[src/rtl/adder_arbiter.sv]
// adder_arbiter: shares one combinational adder between two valid/ready requesters with round-robin grant.
`ifndef DATA_WIDTH
`define DATA_WIDTH 32
`endif

module adder_arbiter #(
  parameter int DATA_WIDTH = `DATA_WIDTH,
  parameter int CNT_WIDTH  = 16
) (
  input  logic                  clk,
  input  logic                  rst_n,
  input  logic                  req0_valid,
  input  logic [DATA_WIDTH-1:0] req0_a,
  input  logic [DATA_WIDTH-1:0] req0_b,
  output logic                  req0_ready,
  output logic                  rsp0_valid,
  output logic [DATA_WIDTH-1:0] rsp0_data,
  input  logic                  rsp0_ready,
  input  logic                  req1_valid,
  input  logic [DATA_WIDTH-1:0] req1_a,
  input  logic [DATA_WIDTH-1:0] req1_b,
  output logic                  req1_ready,
  output logic                  rsp1_valid,
  output logic [DATA_WIDTH-1:0] rsp1_data,
  input  logic                  rsp1_ready,
  output logic [DATA_WIDTH-1:0] adder_src_a,
  output logic [DATA_WIDTH-1:0] adder_src_b,
  input  logic [DATA_WIDTH-1:0] adder_dst,
  output logic                  busy,
  output logic [CNT_WIDTH-1:0]  op_count
);
  typedef enum logic [1:0] {IDLE, EXEC, RESP} state_t;
  state_t                state_q, state_d;
  logic [DATA_WIDTH-1:0] op_a_q, op_a_d, op_b_q, op_b_d, result_q, result_d;
  logic                  owner_q, owner_d, last_grant_q, last_grant_d;
  logic [CNT_WIDTH-1:0]  op_count_q, op_count_d;
  logic                  grant, accept, rsp_fire;
  // On a tie the requester that did not win last time gets the grant.
  assign grant    = (req0_valid && req1_valid) ? ~last_grant_q : req1_valid;
  assign accept   = (state_q == IDLE) && (req0_valid || req1_valid);
  assign rsp_fire = (state_q == RESP) && (owner_q ? rsp1_ready : rsp0_ready);
  assign req0_ready  = accept && !grant;
  assign req1_ready  = accept && grant;
  assign rsp0_valid  = (state_q == RESP) && !owner_q;
  assign rsp1_valid  = (state_q == RESP) && owner_q;
  assign rsp0_data   = result_q;
  assign rsp1_data   = result_q;
  assign adder_src_a = op_a_q;
  assign adder_src_b = op_b_q;
  assign busy        = state_q != IDLE;
  assign op_count    = op_count_q;
  always_comb begin
    state_d      = state_q;
    op_a_d       = op_a_q;
    op_b_d       = op_b_q;
    result_d     = result_q;
    owner_d      = owner_q;
    last_grant_d = last_grant_q;
    op_count_d   = op_count_q;
    case (state_q)
      IDLE: if (accept) begin
        state_d      = EXEC;
        op_a_d       = grant ? req1_a : req0_a;
        op_b_d       = grant ? req1_b : req0_b;
        owner_d      = grant;
        last_grant_d = grant;
      end
      EXEC: begin
        result_d = adder_dst;
        state_d  = RESP;
      end
      RESP: if (rsp_fire) begin
        state_d    = IDLE;
        op_count_d = op_count_q + CNT_WIDTH'(1);
      end
      default: state_d = IDLE;
    endcase
  end
  always_ff @(posedge clk or negedge rst_n) begin
    if (!rst_n) begin
      state_q      <= IDLE;
      op_a_q       <= '0;
      op_b_q       <= '0;
      result_q     <= '0;
      owner_q      <= 1'b0;
      last_grant_q <= 1'b1;
      op_count_q   <= '0;
    end else begin
      state_q      <= state_d;
      op_a_q       <= op_a_d;
      op_b_q       <= op_b_d;
      result_q     <= result_d;
      owner_q      <= owner_d;
      last_grant_q <= last_grant_d;
      op_count_q   <= op_count_d;
    end
  end
endmodule

[config.mk]
export PLATFORM = sky130hd
export DESIGN_NAME = adder_arbiter
export DESIGN_NICKNAME = d
export VERILOG_FILES = /design/src/rtl/adder_arbiter.sv
export SDC_FILE = /design/constraint.sdc
export NUM_CORES = 1
export LEC_CHECK = 0
export ABC_AREA = 1
export ABC_CLOCK_PERIOD_IN_PS = 1200
export CORE_MARGIN = 1
export CORE_UTILIZATION = 34
export DETAILED_ROUTE_END_ITERATION = 16
export PLACE_DENSITY = 0.76
export RECOVER_POWER = 25
export SLEW_MARGIN = 20
export SYNTH_ARGS = -nofsm -noshare
export SYNTH_HDL_FRONTEND = slang
export SYNTH_SLANG_ARGS = --single-unit
[constraint.sdc]
create_clock -name clk -period 1.2 [get_ports clk]
set_input_delay 0.24 -clock clk [delete_from_list [all_inputs] [get_ports clk]]
set_output_delay 0.24 -clock clk [all_outputs]
set_load 0.005 [all_outputs]
==> images/detail.png <==
Region (85, 85) to (105, 105) µm. Cells in grey, sequential cells in the stronger grey; small squares are vias.
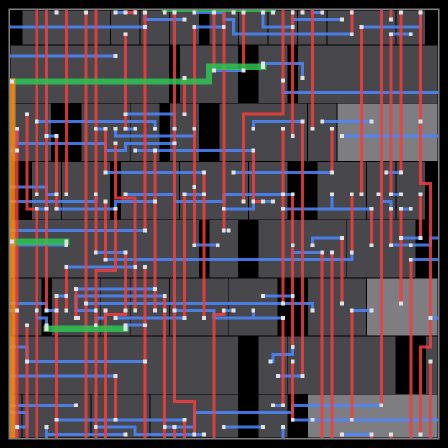
metal 3 -> green
metal 4 -> orange
metal 2 -> red
metal 1 -> blue
sequential cells in the window = 2
most frequent = nand2_1 (12), buf_4 (5), nor2_1 (4)
netlist names of flops here include = op_count (2)
cells with their middle in the window = 48

==> images/clocks.png <==
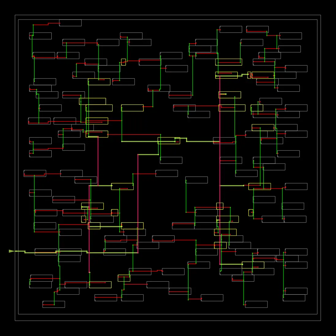
TritonCTS Sinks: 116
Flops: 116
Clock Buffer Count: 22

==> images/wires.png <==
Scale: 4 px per µm. Two of the layers only.
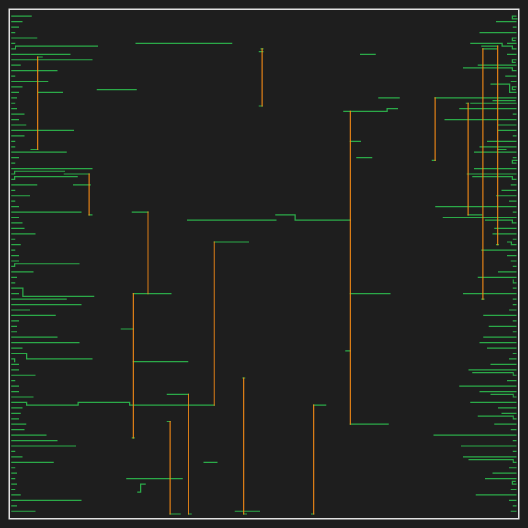
metal 4 -> orange  # wire length 493 µm
metal 3 -> green  # wire length 1370 µm

==> images/io_fan.png <==
Scale: 3 px per µm.
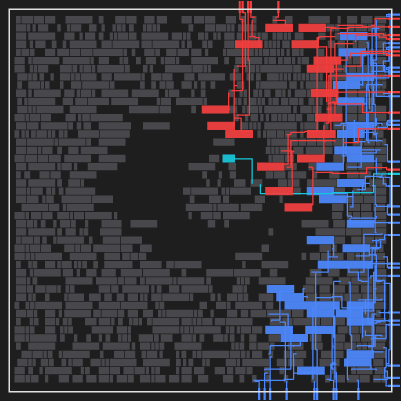
rsp1_data -> blue  # bits 32, direction output, edge 23 right, 9 bottom, end cells 32, buffers 48, wire 1220 µm
op_count -> red  # bits 16, direction output, edge 11 right, 5 top, end cells 16, buffers 17, wire 632 µm
rsp0_valid -> cyan  # bits 1, direction output, edge right, end cells 1, buffers 1, wire 66.8 µm
PortBufs: 314
io pins: 315

[layout make-up]
cell class / instances / area share
Clock buffer: 22 / 0.0458
Clock inverter: 9 / 0.0142
Multi-Input combinational cell: 391 / 0.223
Sequential cell: 116 / 0.275
Inverter: 21 / 0.00865
Timing Repair Buffer: 463 / 0.411
Tap cell: 188 / 0.0223
[per-layer routing]
metal	vias to the layer above	GRT usage	wire, µm
met2	246	0.446	11100
met4	0	0.102	493
li1	2692	-	-
met5	-	0	0
met1	2723	0.264	7660
met3	37	0.0666	1370
[registers in the layout, indices dropped and copies added (netlist names)]
name and cells:
rsp0_data 32, op_count 16, adder_src_a 32, last_grant_q 1
owner_q 1, state_q 2, adder_src_b 32
[timing repair]
| item | CTS | global route |
|---|---|---|
| gates resized | 665 | 137 |
| pin swaps | 16 | 32 |
| buffers inserted | 80 | 33 |
| setup endpoints to repair | 262 | 198 |
| cloned | 11 | 7 |
| hold buffers | 1 | 0 |
| hold endpoints to repair | 115 | 0 |
[cells by family (layout without fill, tap and decap cells)]
| group | after synthesis | count (layout) | synth area share |
|---|---|---|---|
| buffers and inverters | 77 | 515 | 0.0916 |
| adders and majority gates | 1 | 1 | 0.00235 |
| and+or+nand+nor | 346 | 346 | 0.274 |
| AOI/OAI and AO/OA | 6 | 6 | 0.00753 |
| xor gates and xnor gates | 6 | 6 | 0.00989 |
| muxes | 32 | 32 | 0.0678 |
| DFF | 116 | 116 | 0.547 |
[stage by stage]
stage / setup TNS (ps) / utilization / power (µW)
finish: -36340 / 0.695 / 26900
detailed placement: -43780 / 0.571 / 17400
global route: -44560 / 0.695 / 28300
floorplan: -190 / - / 11500
global placement: -40700 / 0.571 / 17100
CTS: -31790 / 0.659 / 25200
[critical path: stages, from the launching register on]
cell and delay, ps:
dfrtp_1 410, nor2_4 180, buf_6 120, o21ai_4 60, nor2_4 120, buf_6 100
[final timing paths]
| check | from | to | slack, ps |
|---|---|---|---|
| worst max-delay path | state_q[1]$_DFFE_PN0P_ | req0_ready | -440 |
| worst min-delay path | req1_a[21] | adder_src_a[21]$_DFFE_PN0P_ | 370 |
| worst max register to register | state_q[1]$_DFFE_PN0P_ | adder_src_a[2]$_DFFE_PN0P_ | -410 |
| worst min register to register | adder_src_a[26]$_DFFE_PN0P_ | adder_src_a[26]$_DFFE_PN0P_ | 490 |
| max in group asynchronous | rst_n | op_count[3]$_DFFE_PN0P_ | 190 |
| min in group asynchronous | rst_n | op_count[6]$_DFFE_PN0P_ | 460 |
[Yosys cell counts (all sizes together)]
| cell | n |
|---|---|
| xor2 | 3 |
| inv | 21 |
| nand2 | 246 |
| buf | 54 |
| clkbuf | 2 |
| a21boi | 1 |
| dfstp | 1 |
| nand3b | 3 |
| xnor2 | 3 |
| nand3 | 72 |
| o21ai | 5 |
| nor2 | 18 |
| nand4 | 7 |
| dfrtp | 115 |
| mux2 | 32 |
| ha | 1 |
[report_power, final]
part	internal [µW]	switching [µW]
sequential	5740	1140
combinational	8590	5940
clock	3670	1820
total	18000	8900
==> changes_impl.md <==
## Implementation

* Most frequent logic cell in the layout: nand2_1
* Antenna fix cells at 0
* GRT Residual Overflow at 0
* Via/cell ratio at 4.71
* Die X-Extent at 127 µm
* Max-slew headroom at the worst pin at 0.648
* Fp_density at 0.350
* Initial DRC Count at between 200 and 250
* Placed inst area at 8680 µm²
* Wire per inst at 17.1 µm
* YS warnings at 0
* Status: complete, but fails checks
* RSZ-0062 raised after global routing: true
* Largest net degree at the start of global routing at 44
* Root Buffer: clkbuf_16
* Clock latency on the worst-skew pair at 420 ps
* Syn_nets at 751
* Peak supply drop at 0.00120 V
* Storage element area at 2910 µm²
* Hold Path Class: in -> reg
* GRT Total Usage at 0.243
* Share of cells above drive strength 1 at 0.432
* Violated checks: setup timing
* Die height at 127 µm
* H-tree levels at 4
* First-pass GRT wire length at ~30 mm
* Worst setup margin at -439 ps
* Post-Syn Instances at between 500 and 600
* Sequential area share after synthesis at 0.547
* Clock slew seen by the registers of the worst setup and hold paths at 60 ps
* Critical path required time at 960 ps
* Row Count at 45
* Initial antenna violation count at 0
* DRT Pass-1 Iters at 4
* Final min period at 1640 ps
* Critical path type: reg -> out
* Die Area at 16100 µm²
* DP Wirelength at 11.6 mm
* Power per cell area at 2550 nW/µm²
* Final hold viol count at 0
* Final Setup Violations at roughly 160
* Yosys Instances at 584
* Worst hold stages at 3
No activity file was given, so power comes from the tool's default toggle rates.
